run_1/cell_classes.png
(1.5 px per um)
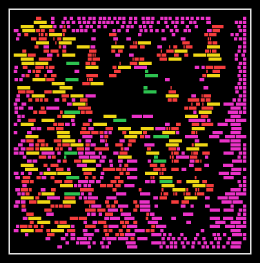
run_1/metal_stack.png
(2 px per um) Two of the layers only.
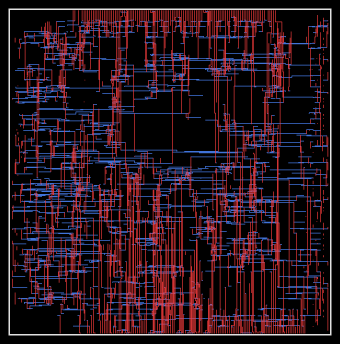
run_1/met3.png
(2 px per um)
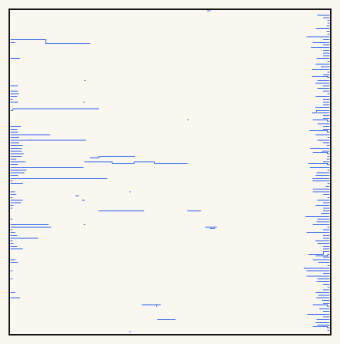
## src/rtl/bsg_cache_nb_pkg.sv

```systemverilog
// bsg_cache_nb_pkg: shared store-buffer entry declaration for the non-blocking cache
`ifndef BSG_CACHE_NB_PKG_MACROS
`define BSG_CACHE_NB_PKG_MACROS
`define BSG_CACHE_NB_SBUF_ENTRY_WIDTH(addr_width_mp, word_width_mp, ways_mp) \
  ((addr_width_mp) + (word_width_mp) + ((word_width_mp) / 8) + $clog2(ways_mp))
`define DECLARE_BSG_CACHE_NB_SBUF_ENTRY_S(addr_width_mp, word_width_mp, ways_mp) \
  typedef struct packed { \
    logic [(addr_width_mp)-1:0] addr; \
    logic [(word_width_mp)-1:0] data; \
    logic [((word_width_mp)/8)-1:0] mask; \
    logic [$clog2(ways_mp)-1:0] way_id; \
  } bsg_cache_nb_sbuf_entry_s
`endif

package bsg_cache_nb_pkg;
  localparam int byte_width_lp = 8;
endpackage

```

## src/rtl/bsg_decode_with_v.sv

```systemverilog
// bsg_decode_with_v: binary to one-hot decoder gated by a valid bit
// Ports: i binary index, v_i enable, o one-hot output (all zero when v_i=0).
module bsg_decode_with_v #(
  parameter int num_out_p = 8,
  localparam int lg_lp = $clog2(num_out_p)
) (
  input  logic [lg_lp-1:0]     i,
  input  logic                 v_i,
  output logic [num_out_p-1:0] o
);
  assign o = v_i ? {{(num_out_p-1){1'b0}}, 1'b1} << i : '0;
endmodule

```

## src/rtl/bsg_mux_segmented.sv

```systemverilog
// bsg_mux_segmented: per-segment 2:1 mux, segment g taken from data1_i when sel_i[g]=1
// Ports: data0_i/data1_i inputs, sel_i one select bit per segment, data_o result.
module bsg_mux_segmented #(
  parameter int segments_p = 4,
  parameter int segment_width_p = 8
) (
  input  logic [segments_p*segment_width_p-1:0] data0_i,
  input  logic [segments_p*segment_width_p-1:0] data1_i,
  input  logic [segments_p-1:0]                 sel_i,
  output logic [segments_p*segment_width_p-1:0] data_o
);
  for (genvar g = 0; g < segments_p; g++) begin : seg
    assign data_o[g*segment_width_p+:segment_width_p] = sel_i[g]
      ? data1_i[g*segment_width_p+:segment_width_p]
      : data0_i[g*segment_width_p+:segment_width_p];
  end
endmodule

```

## src/rtl/bsg_cache_nb_sbuf_drain.sv

```systemverilog
// bsg_cache_nb_sbuf_drain: drains store-buffer entries into byte-masked data-memory writes
module bsg_cache_nb_sbuf_drain
  import bsg_cache_nb_pkg::*;
#(
  parameter int word_width_p = 32,
  parameter int addr_width_p = 32,
  parameter int ways_p = 8,
  parameter int sets_p = 64,
  parameter int block_size_in_words_p = 8,
  localparam int wm_lp = word_width_p / byte_width_lp,
  localparam int lg_wm_lp = $clog2(wm_lp),
  localparam int lg_bw_lp = $clog2(block_size_in_words_p),
  localparam int lg_sets_lp = $clog2(sets_p),
  localparam int lg_ways_lp = $clog2(ways_p),
  localparam int entry_width_lp = `BSG_CACHE_NB_SBUF_ENTRY_WIDTH(addr_width_p, word_width_p, ways_p)
) (
  input  logic                           clk_i,
  input  logic                           reset_n_i,
  input  logic [entry_width_lp-1:0]      sbuf_entry_i,
  input  logic                           sbuf_v_i,
  output logic                           sbuf_yumi_o,
  output logic                           data_mem_v_o,
  output logic [lg_sets_lp+lg_bw_lp-1:0] data_mem_addr_o,
  output logic [ways_p*word_width_p-1:0] data_mem_data_o,
  output logic [ways_p*wm_lp-1:0]        data_mem_w_mask_o,
  input  logic                           data_mem_yumi_i,
  input  logic                           evict_v_i,
  input  logic [lg_sets_lp-1:0]          evict_index_i,
  input  logic [lg_ways_lp-1:0]          evict_way_i,
  output logic                           empty_o,
  output logic [15:0]                    retire_count_o
);
  `DECLARE_BSG_CACHE_NB_SBUF_ENTRY_S(addr_width_p, word_width_p, ways_p);
  bsg_cache_nb_sbuf_entry_s entry, hold_r, hold_n, merged;
  logic hold_v_r, hold_v_n;
  logic [15:0] retire_r;
  logic blocked, grant, match, load, merge;
  logic [word_width_p-1:0] merged_data;
  logic [ways_p-1:0] way_dec;
  assign entry = sbuf_entry_i;
  assign blocked = hold_v_r & evict_v_i
    & (evict_index_i == hold_r.addr[lg_wm_lp+lg_bw_lp+:lg_sets_lp])
    & (evict_way_i == hold_r.way_id);
  assign data_mem_v_o = hold_v_r & ~blocked;
  assign grant = data_mem_v_o & data_mem_yumi_i;
  assign match = hold_v_r & sbuf_v_i
    & (entry.addr[addr_width_p-1:lg_wm_lp] == hold_r.addr[addr_width_p-1:lg_wm_lp])
    & (entry.way_id == hold_r.way_id);
  assign load = (~hold_v_r | grant) & sbuf_v_i;
  assign merge = match & ~grant;
  assign sbuf_yumi_o = sbuf_v_i & (~hold_v_r | grant | merge);
  bsg_mux_segmented #(
    .segments_p(wm_lp),
    .segment_width_p(byte_width_lp)
  ) merge_mux (
    .data0_i(hold_r.data),
    .data1_i(entry.data),
    .sel_i(entry.mask),
    .data_o(merged_data)
  );
  always_comb begin
    merged = hold_r;
    merged.data = merged_data;
    merged.mask = hold_r.mask | entry.mask;
    hold_n = load ? entry : merge ? merged : hold_r;
    hold_v_n = load | (hold_v_r & ~grant);
  end
  always_ff @(posedge clk_i or negedge reset_n_i)
    if (!reset_n_i) begin
      hold_v_r <= 1'b0;
      hold_r <= '0;
      retire_r <= '0;
    end else begin
      hold_v_r <= hold_v_n;
      hold_r <= hold_n;
      retire_r <= retire_r + 16'(grant);
    end
  bsg_decode_with_v #(
    .num_out_p(ways_p)
  ) way_decode (
    .i(hold_r.way_id),
    .v_i(hold_v_r),
    .o(way_dec)
  );
  for (genvar g = 0; g < ways_p; g++) begin : slot
    assign data_mem_w_mask_o[g*wm_lp+:wm_lp] = way_dec[g] ? hold_r.mask : '0;
  end
  assign data_mem_data_o = {ways_p{hold_r.data}};
  assign data_mem_addr_o = hold_r.addr[lg_wm_lp+lg_bw_lp+lg_sets_lp-1:lg_wm_lp];
  assign empty_o = ~hold_v_r;
  assign retire_count_o = retire_r;
endmodule
```

## config.mk

```make
export PLATFORM = sky130hd
export DESIGN_NAME = bsg_cache_nb_sbuf_drain
export DESIGN_NICKNAME = d
export VERILOG_FILES = /design/src/rtl/bsg_cache_nb_pkg.sv /design/src/rtl/bsg_decode_with_v.sv /design/src/rtl/bsg_mux_segmented.sv /design/src/rtl/bsg_cache_nb_sbuf_drain.sv
export SDC_FILE = /design/constraint.sdc
export NUM_CORES = 1
export LEC_CHECK = 0
export CORE_AREA = 2 2 158 160
export CTS_CLUSTER_SIZE = 16
export DETAILED_ROUTE_END_ITERATION = 8
export DIE_AREA = 0 0 160 162
export HOLD_SLACK_MARGIN = 0.03
export PLACE_DENSITY_LB_ADDON = 0.05
export SYNTH_ARGS = -nofsm -noshare
export SYNTH_HDL_FRONTEND = slang
export SYNTH_HIERARCHICAL = 1
export SYNTH_SLANG_ARGS = --single-unit
```

## constraint.sdc

```tcl
create_clock -name clk_i -period 1.9 [get_ports clk_i]
set_input_delay 0.19 -clock clk_i [delete_from_list [all_inputs] [get_ports clk_i]]
set_output_delay 0.19 -clock clk_i [all_outputs]
set_load 0.1 [all_outputs]
```

==> out/metrics.csv, run 1 <==
stage;metric;value;unit
synth;xor_area_frac;0.0690;
layout;fin_cells;1215;
clocking;cts.sinks;86;
synth;synth.distinct_cells;38;
routing;ant_nets;0;
clocking;tritoncts;built;
layout;seq_area;2160;um2
clocking;clkTransAtPathRegs;0.07;ns
floorplanning;rows;57;
synth;async_reset_ff_frac;1.00;
run;tool_warnings;31;
synth;synth-main-ff-cell;dfrtp_1;
final_timing;tightest_slew;0.552;ns
floorplanning;ios;401;
pwr;p_total;14.8;mW
grt;antenna_found_initial;2;
final_timing;drv_slew;0;
layout;postLayoutCellArea;11300;um2
synth;yosysCellCount;679;
floorplanning;chipHeight;162;um
final_timing;hold_viol;0;
synth;syn_nets;766;
floorplanning;fp.coreArea;24100;um2
run;drv_cap;0;
placement;pre_cts_ws;-0.610;ns
routing;dr.pass1.iters;4;
layout;final_common_cell;buf_4;
layout;layout_top_cells;buf_4, buf_12, dfrtp_1, clkdlybuf4s50_1, mux2_4;
synth;synth-edff-count;0;
worst_setup_path;cp-start-kind;register;
floorplanning;die_w;160;um
grt;grt_pass1_wl;29.0;mm
routing;drt_first_iter_violations;104;
clocking;numCtsBuffers;9;
outcome;violations;negative setup slack;
synth;logic_family;buffers and inverters;
clocking;clk_path_buf_depth;2;
worst_setup_path;path_class;reg -> reg;
synth;top_area_cell;dfrtp_1;
floorplanning;die_area;25900;um2
placement;dp_hpwl;15.4;mm
synth;yosysWarnings;6;
layout;comb_area;3250;um2
clocking;root_buffer;clkbuf_16;
final_timing;fin_crit;2.31;ns
routing;drc;0;
synth;ys_seq_share;0.308;
synth;ys_area;6980;um2
outcome;status;finished with violations;
final_timing;tns;-26.24;ns
layout;areaGrowthSynthToFinish;62.2;%
placement;numPortBuffers;398;
final_timing;final-setup-viol-count;101;
layout;drive_gt1_frac;0.661;
clocking;clk_latency;0.34;ns
final_timing;fin_ws;-0.412;ns
worst_setup_path;cp.arrival;2.54;ns
placement;place_congestion;0.752;
synth;ys_sh_adder;0.00359;
synth;ys_top_cells_by_area;dfrtp_1, buf_4, mux2_4;
pwr;p_leak;5.15;nW
layout;nets;971;
final_timing;rsz0062_at_grt;true;
synth;mux_share;0.168;
pwr;power_density;1310;nW/um2
final_timing;finalCritPeriodShare;1.22;
pwr;vdd_ir_drop_max;1.29;mV
final_timing;slew_headroom;0.632;
-- cell_classes.png (at the start) --
- flip-flops: yellow (cells 86; share of their area 20%)
- other buffers and delay cells: magenta (cells 478; share of their area 47%)
- all other logic: red (cells 309; share of their area 30%)
- clock drivers and dummy loads: green (cells 16; share of their area 3.2%)

-- metal_stack.png (at the start) --
- met2: red (wire length 11400 um)
- met1: blue (wire length 7620 um)
Routed WL: 20.4 mm
via count: 5072
routed len/inst: 16.8 um
gr usage total: 0.143

-- met3.png (at the start) --
- longest straight run: 48.1 um
- main direction: horizontal
- nets with wire on the layer: 182
- wire length on this layer: 1160 um
- share of all routed wire: 5.7%

==> run 1: report_power, final <==
part           internal (mW)  total [mW]  leakage, nW  switching (mW)
registers               2.10        2.56         1.01           0.457
logic                   2.55        10.1         3.98            7.58
clock network           1.29        2.10        0.166           0.804
==> run 1: state kept, by name, summed over array words and instances, names as in the netlist <==
name,cells
retire_count_o,16
data_mem_addr_o,9
data_mem_data_o,32
hold_r,28
hold_v_r,1
==> run 1: path summary, 6_finish.rpt <==
| check | to | slack (ns) | from |
|---|---|---|---|
| max in group asynchronous | hold_r[2] | 0.87 | reset_n_i |
| setup / recovery | data_mem_data_o[11] | -0.41 | data_mem_addr_o[3] |
| min in group clk_i | data_mem_data_o[31] | 0.45 | sbuf_entry_i[38] |
| hold reg to reg | retire_count_o[15] | 0.47 | retire_count_o[15] |
| hold / removal | retire_count_o[15] | 0.37 | reset_n_i |
| setup reg to reg | data_mem_data_o[11] | -0.41 | data_mem_addr_o[3] |
==> run 1: logic make-up after synthesis <==
family / Yosys count
AND-OR/OR-AND: 43
XOR/XNOR: 55
flip-flops: 86
multiplexers: 97
adder cells (fa/ha/maj): 2
AND/OR/NAND/NOR: 109
buffers and inverters: 287
==> run 1: layout make-up <==
| class | instances | area share |
|---|---|---|
| multi-input combinational | 306 | 0.287 |
| clock buffer | 9 | 0.0199 |
| sequential | 86 | 0.191 |
| tap | 324 | 0.0358 |
| clock inverter | 7 | 0.0106 |
| inverter | 3 | 0.00133 |
| antenna | 2 | 0.000442 |
| timing repair buffer | 478 | 0.454 |
==> run 1: worst max-delay path, stage by stage (launching register included) <==
cell and delay (ns):
dfrtp_1 0.41, buf_4 0.16, xnor2_1 0.19, nand4_1 0.14, nor3_2 0.24, buf_4 0.16
and4b_4 0.38, clkbuf_16 0.22, mux2i_4 0.23, a21oi_2 0.06
==> run 1: timing repair <==
action                                  CTS  global route
endpoints found under the hold margin    34             0
pin swaps                                10            25
gates cloned                              1             8
buffers inserted                          8            13
endpoints found under the setup margin  107            98
hold buffers                              1             0
gates resized                            30            85
==> run 1: cell usage after synthesis, types with 7 or more instances <==
cell type / n
nand4_1: 11
mux2_4: 32
a21oi_2: 20
xnor2_1: 42
dfrtp_1: 86
xor2_1: 13
a21oi_1: 12
mux2_2: 23
and2_1: 34
nor2_1: 36
nand2_1: 7
buf_4: 269
mux2_1: 10
mux2i_1: 32
==> run 1: metal layers <==
| metal | GRT usage | part of all wire |
|---|---|---|
| met2 | 0.271 | 0.56 |
| met4 | 0.0455 | 0.012 |
| met3 | 0.0301 | 0.057 |
| met5 | 0 | 0 |
| met1 | 0.159 | 0.37 |
## Run 2: what changed since run 1
--- a/config.mk
+++ b/config.mk
@@ -5,10 +5,11 @@
 export SDC_FILE = /design/constraint.sdc
 export NUM_CORES = 1
 export LEC_CHECK = 0
-export CORE_AREA = 2 2 158 160
+export CAP_MARGIN = 40
+export CORE_AREA = 2 2 157 159
 export CTS_CLUSTER_SIZE = 16
 export DETAILED_ROUTE_END_ITERATION = 8
-export DIE_AREA = 0 0 160 162
+export DIE_AREA = 0 0 159 161
 export HOLD_SLACK_MARGIN = 0.03
 export PLACE_DENSITY_LB_ADDON = 0.05
 export SYNTH_ARGS = -nofsm -noshare
==> constraint.sdc (replaced) <==
create_clock -name clk_i -period 2.7 [get_ports clk_i]
set_input_delay 0.27 -clock clk_i [delete_from_list [all_inputs] [get_ports clk_i]]
set_output_delay 0.27 -clock clk_i [all_outputs]
set_load 0.1 [all_outputs]
run_2/cell_classes.png
(1.5 px per um)
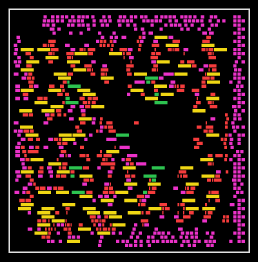
- other buffers and delay cells: magenta (cells 415; share of their area 40%)
- flip-flops: yellow (cells 86; share of their area 25%)
- all other logic: red (cells 309; share of their area 32%)
- clock drivers and dummy loads: green (cells 16; share of their area 3.3%)

run_2/met3.png
(2 px per um)
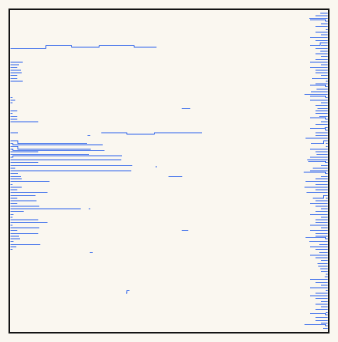
- longest straight run: 60.5 um
- main direction: horizontal
- share of all routed wire: 8.8%

==> run 2 against run 1 <==
The flow now finishes without violations. Combinational power fell by 37%. Final area is 21% lower. Largest cell class unchanged. Via count down 7.6%. Non-clock buffer count is 63 lower. Final cell count is 5.3% lower. Clock power down 41%. Setup slack improved by 0.64 ns. Global-route usage shrank 0.58 points. Sequential power is about 30% lower. Die area fell by 1.2%. Total power shrank 37%. Wire length shrank 10%.
==> out/metrics.csv, run 2 <==
stage;metric;value;unit
worst_setup_path;cp_data_required_time;2.43;ns
synth;synth-edff-count;0;
final_timing;fin_crit;2.47;ns
worst_setup_path;cp_num_cells;7;
floorplanning;chipHeight;161;um
routing;routed_via_density;4.08;
routing;dr.pass1.iters;4;
outcome;status;finished clean;
worst_setup_path;path_class;reg -> out;
placement;pre_cts_ws;0.00879;ns
floorplanning;die_area;25600;um2
layout;layout_top_cells;buf_4, dfrtp_1, clkdlybuf4s50_1, xnor2_1, nor2_1;
floorplanning;ios;401;
synth;async_reset_ff_frac;1.00;
worst_setup_path;r2r_cells;8;
placement;numPortBuffers;398;
grt;grt_pass1_vias;4643;
worst_setup_path;cp_slowest_stage_delay;0.44;ns
grt;grtUsageTotal;0.137;
layout;nets;908;
synth;top_area_cell;dfrtp_1;
worst_setup_path;cp_cell_sequence;xnor2_1 > nand4_1 > nor4_1 > buf_4 > nand3_1 > nand2_1 > buf_12;
final_timing;fin_ws;0.232;ns
final_timing;hold_viol;0;
synth;syn_nets;766;
worst_setup_path;crit_family;simple AND/OR/NAND/NOR gates;
final_timing;skew;0.0106;ns
synth;syn-cell-area;6980;um2
worst_setup_path;cp-start-kind;register;
final_timing;tightest_slew;0.677;ns
grt;grt_pass1_wl;27.4;mm
routing;drt_first_iter_violations;100;
synth;yosysCellCount;679;
final_timing;drv_slew;0;
worst_setup_path;crit_path_start;data_mem_addr_o[8];
floorplanning;die_w;159;um
worst_setup_path;slowest_stage;nor4_1;
synth;common_cells;buf_4, dfrtp_1, xnor2_1;
placement;place_congestion;0.740;
synth;synth.distinct_cells;38;
floorplanning;fp.coreArea;24000;um2
synth;syn_area_per_cell;10.3;um2
pwr;p_total;9.37;mW
synth;synth_top_area_share;0.308;
layout;final_common_cell;buf_4;
run;tool_warnings;28;
final_timing;final-setup-viol-count;0;
routing;drc;0;
grt;antenna_found_initial;0;
final_timing;finalCritPeriodShare;0.914;
clocking;tritoncts;built;
clocking;cts.sinks;86;
final_timing;rsz0062_at_grt;false;
pwr;vdd_ir_drop_max;0.573;mV
clocking;root_buffer;clkbuf_16;
placement;dp.cells;1133;
final_timing;fmax;405;MHz
synth;synth-main-ff-cell;dfrtp_1;
clocking;clk_latency;0.35;ns
floorplanning;rows;57;
layout;largest_reg_flops;32;
worst_setup_path;path_max_fanout;4;
placement;dp_hpwl;14.4;mm
worst_setup_path;regToRegEndpoint;data_mem_data_o[14];
run;drv_cap;0;
synth;yosysWarnings;6;
clocking;clk_path_buf_depth;2;
grt;grt_max_degree;52;
final_timing;hold_slack;0.468;ns
pwr;power_density;1050;nW/um2
layout;drive_gt1_frac;0.525;
worst_setup_path;end_kind;output pin;
worst_setup_path;cp.arrival;2.20;ns
clocking;h-tree-depth;3;
worst_setup_path;crit_path_end;sbuf_yumi_o;
clocking;clkTransAtPathRegs;0.07;ns
layout;antenna_cells;0;
layout;areaGrowthSynthToFinish;27.8;%
synth;top_cell;buf_4;
routing;routed_wl;18.4;mm
worst_setup_path;rrSetupSlack;0.34;ns
worst_setup_path;critical_path_buf_inv_count;2;
routing;ant_nets;0;
synth;ys_seq_share;0.308;
routing;wl_per_cell;16.0;um
synth;ys_top_cells_by_area;dfrtp_1, buf_4, mux2_4;
routing;vias;4688;
synth;syn_inst;679;
clocking;numCtsBuffers;9;
hold_path;hold_path_class;in -> async;
floorplanning;fp_util;0.291;
grt;grt-ovfl-total;0;
worst_setup_path;r2r-start;data_mem_addr_o[8];
pwr;p_leak;4.06;nW
synth;ys_area;6980;um2
final_timing;slew_headroom;0.547;
layout;fin_cells;1150;
synth;ys_seq_elements;86;
run_2/registers.png
(4 px per um) Other sequential cells in the stronger gray, the rest of the logic in the fainter gray.
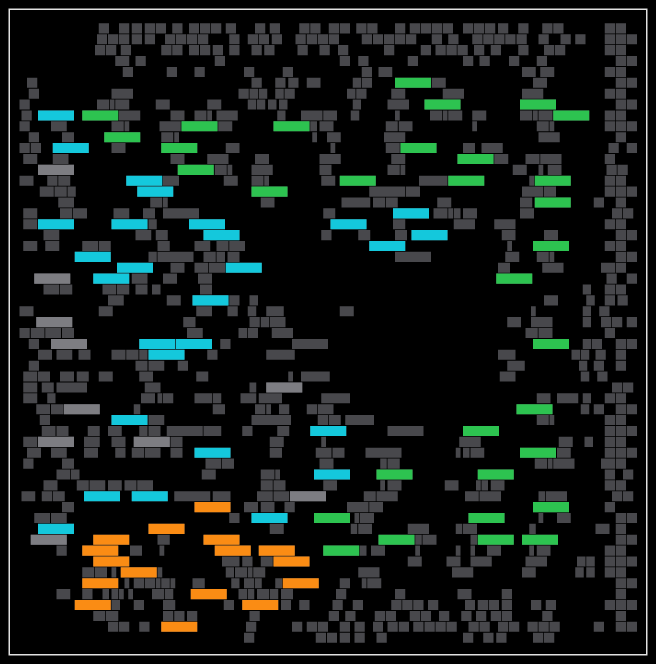
- `data_mem_data_o`: green (sequential cells 32)
- `hold_r`: cyan (sequential cells 28)
- `retire_count_o`: orange (sequential cells 16)
- not colored: 10

run 2: cell counts after synthesis:
No cell type changed its count.
run 2: final cells by class:
cell class / count / area, um2
Multi-Input combinational cell: 306 / 2670
Clock buffer: 10 / 229
Sequential cell: 86 / 2150
Timing Repair Buffer: 415 / 3400
Clock inverter: 6 / 52.6
Fill cell: 2422 / 15000
Tap cell: 324 / 405
Inverter: 3 / 11.3
run 2: logic make-up after synthesis:
family,count (synthesis),synth area share
simple gates,109,0.0898
flops,86,0.308
fa+ha+maj,2,0.00358
mux,97,0.168
buf+inv,287,0.312
xor+xnor,55,0.0690
compound gates,43,0.0488
run 2: metrics by stage:
stage,cell area (um2),setup TNS (ns),util
finish,8920,0,0.372
detailed placement,8620,0,0.360
floorplan,6990,0,-
global route,8920,0,0.372
CTS,8910,0,0.372
global placement,8620,-0.0243,0.360
run 2: how the worst min path moves through the flow:
stage,from,to
6_report,reset_n_i,data_mem_addr_o[1]
5_1_grt,retire_count_o[15],retire_count_o[15]
4_1_cts,retire_count_o[15],retire_count_o[15]
2_1_floorplan,reset_n_i,data_mem_addr_o[0]
3_5_place_dp,reset_n_i,data_mem_addr_o[1]
3_3_place_gp,reset_n_i,data_mem_addr_o[1]
run 2: layer usage:
layer | GRT usage | part of all wire | vias up
met1 | 0.155 | 0.39 | 2224
met5 | 0 | 0 | -
met3 | 0.0493 | 0.088 | 9
met2 | 0.245 | 0.51 | 186
li1 | - | - | 2269
met4 | 0.0347 | 0.0097 | 0
run 2: report_power, final:
group / internal (mW) / leakage (nW) / total (mW) / switching, mW
registers: 1.48 / 1.01 / 1.80 / 0.320
clock network: 0.641 / 0.138 / 1.23 / 0.591
logic: 1.22 / 2.91 / 6.34 / 5.12
run 2: what timing repair did:
action | in CTS | in global routing
resized | 0 | 1
setup buffers | 0 | 0
hold endpoints to repair | 43 | 0
hold buffers | 1 | 0
endpoints found under the setup margin | 0 | 1
No activity file was given, so power comes from the tool's default toggle rates.
